--- config.mk ---
export PLATFORM = sky130hd
export DESIGN_NAME = bcid_l1a_buffer
export DESIGN_NICKNAME = d
export VERILOG_FILES = /design/src/rtl/bcid_buf_pkg.sv /design/src/rtl/bcid_buf_mem.sv /design/src/rtl/bcid_l1a_buffer.sv
export SDC_FILE = /design/constraint.sdc
export NUM_CORES = 1
export LEC_CHECK = 0
export CORE_MARGIN = 10
export CORE_UTILIZATION = 55
export CTS_CLUSTER_SIZE = 8
export DETAILED_ROUTE_END_ITERATION = 6
export GPL_TIMING_DRIVEN = 0
export PLACE_DENSITY = 0.75
export SKIP_CTS_REPAIR_TIMING = 1
export SYNTH_ARGS = -nofsm -noshare
export SYNTH_HDL_FRONTEND = slang
export SYNTH_SLANG_ARGS = --single-unit
--- constraint.sdc ---
create_clock -name clk -period 6.4 [get_ports clk]
set_input_delay 1.6 -clock clk [delete_from_list [all_inputs] [get_ports clk]]
set_output_delay 1.6 -clock clk [all_outputs]
set_load 0.05 [all_outputs]
--- src/rtl/bcid_buf_pkg.sv ---
// Shared types and the BCID modulo-add helper used by the capture logic
// and by the testbench reference model.
package bcid_buf_pkg;

    localparam int unsigned BCID_MAX_DEFAULT   = 32'd3564;
    localparam int unsigned BCID_WIDTH_DEFAULT = 32'd12;

    typedef logic [BCID_WIDTH_DEFAULT-1:0] bcid_t;

    // Operands are already < max, so one conditional subtract is enough.
    function automatic int unsigned bcid_add_mod(input int unsigned a,
                                                 input int unsigned b,
                                                 input int unsigned max);
        int unsigned sum;
        sum = a + b;
        if (sum >= max) begin
            sum = sum - max;
        end else begin
            sum = sum;
        end
        return sum;
    endfunction

endpackage

--- src/rtl/bcid_buf_mem.sv ---
// Simple dual-port register array: one write port, one registered read port.
// The array itself carries no reset; only the read register does.
module bcid_buf_mem #(
    parameter int unsigned ADDRWIDTH = 7,
    parameter int unsigned DATAWIDTH = 12
) (
    input  logic                 clk,
    input  logic                 reset,
    input  logic                 wr_en,
    input  logic [ADDRWIDTH-1:0] wr_addr,
    input  logic [DATAWIDTH-1:0] wr_data,
    input  logic                 rd_en,
    input  logic [ADDRWIDTH-1:0] rd_addr,
    output logic [DATAWIDTH-1:0] rd_data
);

    logic [DATAWIDTH-1:0] mem_r [2**ADDRWIDTH];
    logic [DATAWIDTH-1:0] rd_data_r;

    // Write port; a same-edge read of the same address returns the old word.
    always_ff @(posedge clk) begin
        if (wr_en) begin
            mem_r[wr_addr] <= wr_data;
        end
    end

    // Registered read port, holds its value between reads.
    always_ff @(posedge clk) begin
        if (reset) begin
            rd_data_r <= {DATAWIDTH{1'b0}};
        end else if (rd_en) begin
            rd_data_r <= mem_r[rd_addr];
        end else begin
            rd_data_r <= rd_data_r;
        end
    end

    assign rd_data = rd_data_r;

endmodule

--- src/rtl/bcid_l1a_buffer.sv ---
// L1A-triggered BCID buffer: captures BCID+offset on each trigger, delays it
// through a short pipe and stores it in a circular FIFO read by the frame builder.
module bcid_l1a_buffer
    import bcid_buf_pkg::*;
#(
    parameter int unsigned BCID_WIDTH = 12,
    parameter int unsigned ADDRWIDTH  = 7,
    parameter int unsigned BCID_MAX   = BCID_MAX_DEFAULT,
    parameter int unsigned L1A_DELAY  = 2,
    parameter int unsigned DROPW      = 8
) (
    input  logic                  clk,
    input  logic                  reset,
    input  logic [BCID_WIDTH-1:0] inBCID,
    input  logic [BCID_WIDTH-1:0] bcidOffset,
    input  logic                  L1A,
    input  logic                  rdEn,
    input  logic                  clrFlags,
    output logic [BCID_WIDTH-1:0] outBCID,
    output logic                  outValid,
    output logic                  empty,
    output logic                  full,
    output logic [ADDRWIDTH:0]    occupancy,
    output logic                  overflow,
    output logic                  underflow,
    output logic [DROPW-1:0]      dropCount
);

    localparam int unsigned OW    = ADDRWIDTH + 1;
    localparam int unsigned DEPTH = 2 ** ADDRWIDTH;

    logic [L1A_DELAY-1:0]  pipe_valid_r;
    logic [BCID_WIDTH-1:0] pipe_data_r [L1A_DELAY];
    logic [ADDRWIDTH-1:0]  wr_ptr_r, rd_ptr_r;
    logic [OW-1:0]         occ_r, occ_next_s;
    logic                  full_r, empty_r, out_valid_r, overflow_r, underflow_r;
    logic [DROPW-1:0]      drop_count_r;
    int unsigned           sum_s;
    logic [BCID_WIDTH-1:0] cap_s;
    logic                  wr_req_s, pop_s, wr_ok_s, drop_s, under_s;

    // Capture value and write/pop/drop decisions for this edge.
    always_comb begin
        sum_s      = bcid_add_mod(32'(inBCID), 32'(bcidOffset), BCID_MAX);
        cap_s      = sum_s[BCID_WIDTH-1:0];
        wr_req_s   = pipe_valid_r[L1A_DELAY-1];
        pop_s      = rdEn & ~empty_r;
        under_s    = rdEn & empty_r;
        wr_ok_s    = wr_req_s & (~full_r | pop_s);
        drop_s     = wr_req_s & ~wr_ok_s;
        occ_next_s = occ_r + OW'(wr_ok_s) - OW'(pop_s);
    end

    // Trigger valid pipe; reset discards in-flight triggers.
    always_ff @(posedge clk) begin
        if (reset) begin
            pipe_valid_r <= {L1A_DELAY{1'b0}};
        end else begin
            pipe_valid_r <= {pipe_valid_r[L1A_DELAY-1:0], L1A} >> 0;
        end
    end

    // Data pipe follows the valid pipe; contents are don't-care when invalid.
    always_ff @(posedge clk) begin
        pipe_data_r[0] <= cap_s;
        for (int i = 1; i < int'(L1A_DELAY); i++) begin
            pipe_data_r[i] <= pipe_data_r[i-1];
        end
    end

    // Pointers, occupancy and the full/empty flags derived from it.
    always_ff @(posedge clk) begin
        if (reset) begin
            wr_ptr_r    <= {ADDRWIDTH{1'b0}};
            rd_ptr_r    <= {ADDRWIDTH{1'b0}};
            occ_r       <= {OW{1'b0}};
            full_r      <= 1'b0;
            empty_r     <= 1'b1;
            out_valid_r <= 1'b0;
        end else begin
            wr_ptr_r    <= wr_ptr_r + ADDRWIDTH'(wr_ok_s);
            rd_ptr_r    <= rd_ptr_r + ADDRWIDTH'(pop_s);
            occ_r       <= occ_next_s;
            full_r      <= (occ_next_s == OW'(DEPTH));
            empty_r     <= (occ_next_s == {OW{1'b0}});
            out_valid_r <= pop_s;
        end
    end

    // Sticky error flags and saturating drop counter; a same-edge event beats clrFlags.
    always_ff @(posedge clk) begin
        if (reset) begin
            overflow_r   <= 1'b0;
            underflow_r  <= 1'b0;
            drop_count_r <= {DROPW{1'b0}};
        end else if (clrFlags) begin
            overflow_r   <= drop_s;
            underflow_r  <= under_s;
            drop_count_r <= DROPW'(drop_s);
        end else begin
            overflow_r   <= overflow_r | drop_s;
            underflow_r  <= underflow_r | under_s;
            if (drop_s && (drop_count_r != {DROPW{1'b1}})) begin
                drop_count_r <= drop_count_r + {{(DROPW-1){1'b0}}, 1'b1};
            end else begin
                drop_count_r <= drop_count_r;
            end
        end
    end

    bcid_buf_mem #(
        .ADDRWIDTH(ADDRWIDTH),
        .DATAWIDTH(BCID_WIDTH)
    ) u_mem (
        .clk     (clk),
        .reset   (reset),
        .wr_en   (wr_ok_s),
        .wr_addr (wr_ptr_r),
        .wr_data (pipe_data_r[L1A_DELAY-1]),
        .rd_en   (pop_s),
        .rd_addr (rd_ptr_r),
        .rd_data (outBCID)
    );

    assign outValid  = out_valid_r;
    assign empty     = empty_r;
    assign full      = full_r;
    assign occupancy = occ_r;
    assign overflow  = overflow_r;
    assign underflow = underflow_r;
    assign dropCount = drop_count_r;

endmodule

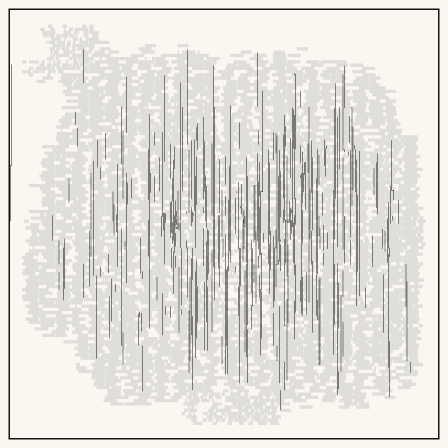
**Above:** the metal 4 layer.
Cells faint in the background.
203 nets have wire on it. The layer carries 12600 um of wire.
total number of vias: 34705
drt total wl: 185000 um

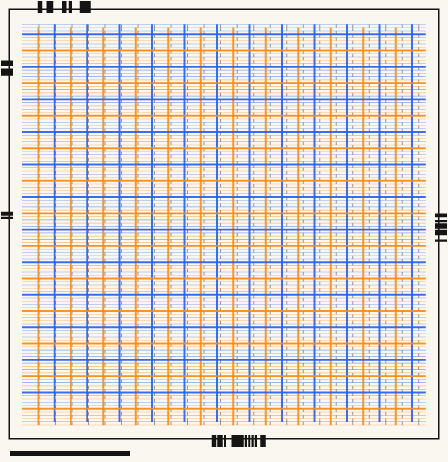
**Above:** PDN straps and rails.
The bar under the picture is 100 um long. Pins as bars on the die edge. Tap cells in gray.
VSS: marked orange. VDD: marked blue.
The core has 123 rows. 24 straps on met5.
DIE HEIGHT: 358 um
Max IR drop VDD: 0.296 mV
CORE AREA: 113000 um2
Horiz. Die Dim: 358 um

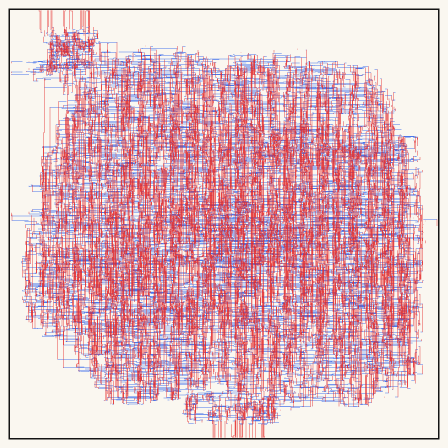
**Above:** metal layers overlaid.
Only two layers are drawn.
M1: marked blue, wire length 61.9 mm. M2: marked red, wire length 85.5 mm.
gr usage total: 29.0%
routed len/inst: 37.1 um

==> out/qor.yml <==
cells_and_area:
  clock_cell_area_share_pct: 8.44
  insertedDiodeCount: 3
  final_area_um2: 72000
  logic_gates: 1275
  seq_area_um2: 47600
  largest_reg_flops: 1536
  final_nets: 3444
  non_clock_buffer_count: 257
  largestClassByArea: "sequential cells"
  instances_no_fill: 4995
  nClkBuffers: 314
  largest_register: "u_mem.mem_r"
  comb_share_pct: 19.9
  seq_share_pct: 66.2
  buf_share_pct: 2.73
  fill_cells: 7210
  ff_count: 1609
  lay_top_count: "edfxtp_1"
  layout_top_cells: "edfxtp_1 (1536), mux4_2 (351), clkbuf_16 (221), clkbuf_1 (181), mux2i_1 (178)"
  area_growth_pct: 14.8
power_and_ir_drop:
  p_per_area_nw_per_um2: 390
  p_clk_mw: 10.5
  swShare_pct: 26.9
  power_switching_mw: 7.56
  top_power_group: "sequential cells"
  combinationalPower_mw: 4.47
  p_leak_nw: 22.2
  seq_power_share_pct: 46.7
  fin_total_pwr_mw: 28.1
  p_int_mw: 20.5
  p_seq_mw: 13.1
  pwr-share-comb_pct: 15.9
status:
  status: "finished, violations left"
  failed_checks: "capacitance limit, slew limit"
critical_path:
  setup.worst_path.end_class: "register"
  crit_chain: "buf_2 > buf_2 > clkbuf_1 > buf_1 > mux4_2 > mux2i_1 > nor3_1 > a2111oi_0 > a21oi_1 > a22o_1"
  critPathMaxFanout: 10
  r2r_setup_slack_ns: 1.0
  timing.rr.start: "rd_ptr_r[1]"
  cp.depth: 10
  cp_num_buf_inv: 4
  setup.worst_path.start: "rd_ptr_r[1]"
  r2r-end: "u_mem.rd_data[8]"
  crit_slowest_cell: "buf_1"
  path_delay_family: "buffers and inverters"
  cp_data_arrival_time_ns: 6.12
  required_ns: 7.12
  crit_type: "reg -> reg"
  cpPeakStageDelay_ns: 1.00
synthesis:
  adder_share_pct: 0.583
  synthXorXnorAreaFrac_pct: 0.461
  syn_inst: 3074
  yosysChipArea_um2: 62700
  synthMostInstantiatedCell: "edfxtp_1"
  syn_area_um2: 62700
  synth_warnings: 0
  ys_top_logic_family: "multiplexers"
  synth_seq_share_pct: 75.9
  yosys-top-cells-area: "edfxtp_1 (74%), mux4_2 (13%), mux2i_1 (2.8%)"
  mux_area_share_pct: 15.6
  fp_nets: 3131
  yosys.area_share.simple_pct: 2.67
  ys.flop_type: "edfxtp_1"
  edf_count: 1536
  compound_area_share_pct: 3.36
placed_design:
  dp_slack_ns: 0.639
  place_area_um2: 65700
  port_buffers: 61
  gp_congestion: 0.984
  placedCellCount: 4657
run:
  cap_violations: 5
worst_hold_path:
  holdPathStages: 0
  hold_path_end: "pipe_data_r[0][16]"
  hp-class: "reg -> reg"
final_timing:
  drv_slew: 44
  min_period_over_period_pct: 84.4
  hold_viol_final: 0
  finClkSkew_ns: 0.0313
  min_period_ns: 5.40
  setup_slack_ns: 0.999
  maxSlewHeadroom_pct: -4.60
  finalSetupTns_ns: 0
  worstMarginPinSlew_ns: 1.57
  fmax_ghz: 0.185
  rsz0062_at_grt: "false"
clocking:
  cts_tree: "yes"
  clk_latency_ns: 0.83
  cts_max_level: 4
  cts.reportedPaths.clkPinSlew_ns: 0.05
  clockBufferDepth: 3
detailed_routing:
  wl_met1_um: 61900
  ant_nets: 0
  routed-wl-met3_um: 25100
  viasPerCell: 6.95
  drc: 0
  initialDrtViolationCount: 5940
global_routing:
  grt_pass1_vias: 34746
  antenna_found_initial: 9
  grt_overflow: 0
  use_met3_pct: 10.4
  grt_start_max_net_pins: 94
  grt_pass1_wl_um: 259000
  grt.busiest_layer: "met2"
floorplan:
  io_pins: 62
  die_area_um2: 128000
  num_tap_cells: 1500
Power figures rest on the tool's default switching activity, not on a simulated workload.
